### src/rtl/multdiv_pkg.sv
// Shared definitions for the multiply/divide sequencing logic.
package multdiv_pkg;

   localparam int DEFAULT_WIDTH = 32;
   localparam int DEFAULT_CNT_W = 5;

   typedef enum logic [1:0] {
      IDLE = 2'b00,
      INIT = 2'b01,
      ITER = 2'b10,
      DONE = 2'b11
   } state_t;

   localparam logic [1:0] ALU_NOP = 2'b00;
   localparam logic [1:0] ALU_ADD = 2'b01;
   localparam logic [1:0] ALU_SUB = 2'b10;

endpackage

### src/rtl/multdiv_iter_counter.sv
// Iteration counter for the multiply/divide sequencer.
// The clear input wins over enable, so a restart always begins at zero.
module multdiv_iter_counter
   import multdiv_pkg::*;
#(
   parameter int WIDTH = DEFAULT_WIDTH,
   parameter int CNT_W = DEFAULT_CNT_W
) (
   input  logic             clock,
   input  logic             reset,
   input  logic             clear,
   input  logic             enable,
   output logic [CNT_W-1:0] count,
   output logic             terminal
);

   localparam logic [CNT_W-1:0] LAST = CNT_W'(WIDTH - 1);

   // Count register: synchronous clear has priority over increment.
   always_ff @(posedge clock or posedge reset) begin
      if (reset) begin
         count <= '0;
      end else if (clear) begin
         count <= '0;
      end else if (enable) begin
         count <= count + 1'b1;
      end
   end

   assign terminal = (count == LAST);

endmodule

### src/rtl/multdiv_ctrl.sv
// Sequencing FSM for the shared multiply/divide datapath.
// Runs a Booth multiply or a non-restoring divide over WIDTH iterations.
// A new start in any state aborts the current operation.
module multdiv_ctrl
   import multdiv_pkg::*;
#(
   parameter int WIDTH = DEFAULT_WIDTH,
   parameter int CNT_W = DEFAULT_CNT_W
) (
   input  logic             clock,
   input  logic             reset,
   input  logic             ctrl_MULT,
   input  logic             ctrl_DIV,
   input  logic [1:0]       booth_bits,
   input  logic             rem_sign,
   input  logic             divisor_zero,
   output logic             prod_in_enable,
   output logic             prod_out_enable,
   output logic             load_init,
   output logic [1:0]       alu_op,
   output logic             is_div,
   output logic [CNT_W-1:0] count,
   output logic             data_resultRDY,
   output logic             data_exception
);

   state_t state;
   state_t next_state;
   logic   start;
   logic   cnt_enable;
   logic   terminal;
   logic   div_by_zero;

   assign start       = ctrl_MULT | ctrl_DIV;
   assign div_by_zero = (state == INIT) && is_div && divisor_zero;

   multdiv_iter_counter #(
      .WIDTH (WIDTH),
      .CNT_W (CNT_W)
   ) u_counter (
      .clock    (clock),
      .reset    (reset),
      .clear    (start),
      .enable   (cnt_enable),
      .count    (count),
      .terminal (terminal)
   );

   // State, operation type and the registered completion flags.
   always_ff @(posedge clock or posedge reset) begin
      if (reset) begin
         state          <= IDLE;
         is_div         <= 1'b0;
         data_resultRDY <= 1'b0;
         data_exception <= 1'b0;
      end else begin
         state          <= next_state;
         data_resultRDY <= (next_state == DONE);
         data_exception <= (next_state == DONE) && div_by_zero;
         if (start) begin
            is_div <= ~ctrl_MULT;
         end
      end
   end

   // Next-state decode and per-cycle datapath controls; a start overrides everything.
   always_comb begin
      next_state     = state;
      prod_in_enable = 1'b0;
      load_init      = 1'b0;
      alu_op         = ALU_NOP;
      cnt_enable     = 1'b0;
      unique case (state)
         IDLE: begin
            next_state = IDLE;
         end
         INIT: begin
            prod_in_enable = 1'b1;
            load_init      = 1'b1;
            next_state     = div_by_zero ? DONE : ITER;
         end
         ITER: begin
            prod_in_enable = 1'b1;
            cnt_enable     = ~terminal;
            if (is_div) begin
               alu_op = rem_sign ? ALU_ADD : ALU_SUB;
            end else begin
               unique case (booth_bits)
                  2'b01:   alu_op = ALU_ADD;
                  2'b10:   alu_op = ALU_SUB;
                  default: alu_op = ALU_NOP;
               endcase
            end
            next_state = terminal ? DONE : ITER;
         end
         DONE: begin
            next_state = IDLE;
         end
         default: begin
            next_state = IDLE;
         end
      endcase
      if (start) begin
         next_state = INIT;
      end
   end

   assign prod_out_enable = (state == DONE);

endmodule

### config.mk
export PLATFORM = sky130hd
export DESIGN_NAME = multdiv_ctrl
export DESIGN_NICKNAME = d
export VERILOG_FILES = /design/src/rtl/multdiv_pkg.sv /design/src/rtl/multdiv_iter_counter.sv /design/src/rtl/multdiv_ctrl.sv
export SDC_FILE = /design/constraint.sdc
export NUM_CORES = 1
export LEC_CHECK = 0
export ABC_AREA = 1
export CAP_MARGIN = 20
export CORE_MARGIN = 2
export CORE_UTILIZATION = 42
export DETAILED_ROUTE_END_ITERATION = 12
export PLACE_DENSITY = 0.8
export SKIP_CTS_REPAIR_TIMING = 1
export SYNTH_ARGS = -nofsm -noshare
export SYNTH_HDL_FRONTEND = slang
export SYNTH_SLANG_ARGS = --single-unit
### constraint.sdc
create_clock -name clock -period 1.9 [get_ports clock]
set_input_delay 0.285 -clock clock [delete_from_list [all_inputs] [get_ports clock]]
set_output_delay 0.285 -clock clock [all_outputs]
set_load 0.01 [all_outputs]
Supply network:
Drawn at 10 px/µm. Pins as bars on the die edge.
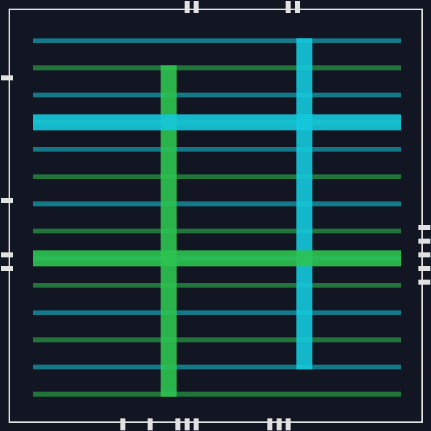
[cyan] VDD
[green] VSS
met5 straps: 2
met4 straps: 2
signal pins: 21
met1 rails: 14
placeable core region: 0.001301 mm²
die width: 41.14 µm

Cell classes on the final placement:
Drawn at 6 px/µm. Fill, decap, tap and diode cells in gray.
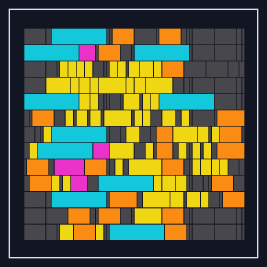
[yellow] all other logic | cells: 59 | share of their area: 39%
[orange] other buffers and delay cells | cells: 22 | share of their area: 26%
[magenta] clock drivers and dummy loads | cells: 4 | share of their area: 4.3%
[cyan] flip-flops | cells: 10 | share of their area: 30%

==> notes.org <==
#+TITLE: Physical design notes

** Synth
- Count of flip-flops with a built-in enable after synthesis :: 0
- In the synthesized netlist, the number of instances is 69.
- Main area contributors :: sky130_fd_sc_hd__dfrtp_1 (43%), sky130_fd_sc_hd__ha_1 (13%), sky130_fd_sc_hd__nand2_1 (8.4%), sky130_fd_sc_hd__inv_1 (6.5%), sky130_fd_sc_hd__nor2_1 (6.5%)
- Largest family of logic cells by area :: simple AND/OR/NAND/NOR gates
- In the Yosys report, the sequential cells make up 43.20% of the chip area.
- Per the synthesis report, the adder-cell share of the synthesized area is 12.96%.
- Counting every net in the synthesized netlist gives 83.
- Cell Area, Synth :: 579.3 µm²
- In the Yosys report the total cell count is 69.
- The synthesis run shows multiplexers occupying 0% of the cell area.
- Xor/xnor share :: 0%
- Post-synth ARST share :: 100.0%
- Area fraction in compound gates after synthesis :: 3.024%
- Avg Synthesized Cell Area :: 8.396 µm²
- After Yosys synthesis, and, or, nand and nor cells account for 33.26% of the synthesized area.
- Fraction of synthesized cell area taken by the top area cell type :: 43.20%
- In the post-synthesis netlist, the cell with the most instances is sky130_fd_sc_hd__nand2_1.

** Critical path
- Required time reported for the critical path endpoint :: 1.62 ns
- R2r setup slk :: 0.37 ns
- On the critical path the data arrives at 1.53 ns.
- STA classifies the critical path endpoint as an output pin.
- Worst path slowest cell :: sky130_fd_sc_hd__clkdlybuf4s50_1
- OpenSTA lists the critical path endpoint as load_init.
- Max fanout on the critical path was recorded as 4.
- Launch point of the worst reg-to-reg path :: u_counter.count[0]
- The script reports the combined buffer and inverter count of the critical path as 2.
- Number of cells on the worst reg-to-reg path :: 10
- Critical path, cell by cell :: buf_4, ha_1, clkdlybuf4s50_1
- Peak per-stage delay on the critical path :: 0.49 ns
- Setup CP Type :: reg -> out
- STA classifies the critical path startpoint as a register.
- Start point of the critical path :: state[0]

** Placement
- Placed instance area :: 798.3 µm²
- In this run the tool buffered the top-level ports with 20 buffer cells.
- Last weighted congestion value of the routability-driven placer :: 0.7097
- Setup slack at placement :: 0.03463 ns
- In the placement report, post-DP HPWL is listed as 951.4 µm.

** Finish
- Inverter tally of the final layout excluding the clock network :: 11
- Most frequent logic cells in the routed design :: sky130_fd_sc_hd__clkdlybuf4s50_1 (17), sky130_fd_sc_hd__nand2_1 (13), sky130_fd_sc_hd__nor2_1 (10), sky130_fd_sc_hd__inv_1 (10), sky130_fd_sc_hd__dfrtp_1 (10)
- Per the layout report, the design carries 112 filler cells.
- The post-route netlist has 15.79% of its cells at a drive strength greater than 1.
- Multi-input combinational cells in the finished layout were counted as 48.
- Number of diodes added for antenna fixing :: 0
- The layout report lists the clock-cell share of area as 4.221%.
- By instance count after routing, the leading logic cell type is sky130_fd_sc_hd__clkdlybuf4s50_1.
- # nets final :: 110
- After routing the design area is 859.6 µm².
- Compared with the post-synthesis result, the final layout area differs by 48.38%.
- The area taken by sequential standard cells is reported as 250.2 µm².
- Ranked by flip-flop count, first place goes to u_counter.count.
- Registers represent a cell area share of 29.11%.
- Total number of sequential cells :: 10
- Counting the clock-network buffers in the layout gives 4.
- Number of signal-net buffers in the layout :: 22

** Floorplan
- The floorplan has 13 rows.
- Core utilization at floorplan :: 44.52%

** Job
- The tool warning count for the run is 29.
- In this run the maximum-capacitance check reported violations numbering 0.

** Global route
- Fraction of met3 tracks used by global routing :: 4.891%
- The via count of the first global-routing pass was 441.
- The first global-routing pass estimated 1904 µm of wire.
- Global routing used 18.51% of the available tracks across all layers.
- Per the GRT congestion report, total overflow comes to 0.
- Number of antenna violations at the first check in global routing :: 0
- After global routing, the most crowded layer is met2.
- GR met1 Demand/Resource :: 22.48%
- Pin count of the biggest net entering global routing :: 11
- The global routing report lists met2 layer usage as 28.52%.

** Power
- Combinational logic burns 17.0% of the power.
- Dividing total power by cell area gives a power density of 583.2 mW/mm².
- Switching power as a fraction of the total was reported as 24.23%.
- Reported sequential group power :: 224 µW
- Sequential cells burn 44.7% of the power.
- Internal power :: 379.8 µW
- Combinational-cell power consumption :: 85.3 µW
- The analysis attributes to net switching a power of 121.5 µW.
- Worst supply voltage drop on vdd :: 0.0005021 V

** Final timing
- Final setup TNS :: 0 ns
- The worst pin sits at a relative slew slack of 73.92%.
- Slack of the critical path :: 0.08929 ns
- The clock arrives with 0.002889 ns of skew.
- At the pin with the least slew margin, the transition time is 0.3907 ns.
- Final critical path time including I/O delays and setup :: 1.811 ns
- Setup repair after global routing left no endpoint under its margin.
- Fmax :: 552.3 MHz
- Final Hold Violation Tally :: 0
- Post-layout period usage of the worst path :: 95.30%

** Clocking
- In this run the number of H-tree levels came out at 1.
- Clock tree synthesis found a total of 10 sinks.
- The cell sitting at the root of the clock tree is a sky130_fd_sc_hd__clkbuf_4.
- Number of buffers added by the clock tree synthesis step :: 3
- Clock slew seen by the registers of the worst setup and hold paths :: 0.07 ns

** Run status
- The flow ran to the end, and the final reports show no timing, DRC or antenna violations.

** Drt
- The count of nets left with antenna violations once routing finished came out at 0.
- Count of vias placed by the detailed router :: 509
- Dividing the detail-routed wire length by the instance count gives 10.96 µm.
- Via density per instance :: 4.627
- Detail Route met3 WL :: 59 µm
- Max Used Layer :: met4
- The first TritonRoute pass finished after 4 iterations.
- The detailed router put a total of 515 µm of wire on met1.
- Detailed routing placed a total of 599 µm of wire on met2.
- Remaining DRCs :: 0
- 1st-iter DRT viols :: 3

** Min path
- Min-Delay Path Class :: in -> async
Routed clock nets over the placement:
Drawn at 12 px/µm.
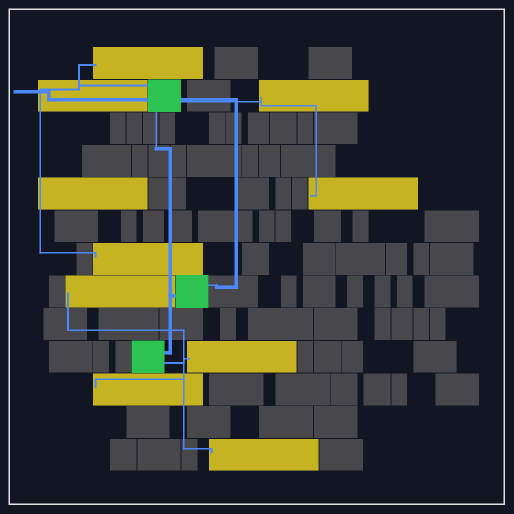
[yellow] flip-flops | count: 10
[blue] clock wires | length: 156 µm
[green] cells driving clock nets | count: 3
routed clock nets: 4
clock network fraction of total power: 38.3%
later-pin clock latency in the skew report: 0.26 ns
Clk. pwr: 192 µW

No activity file was given, so power comes from the tool's default toggle rates.
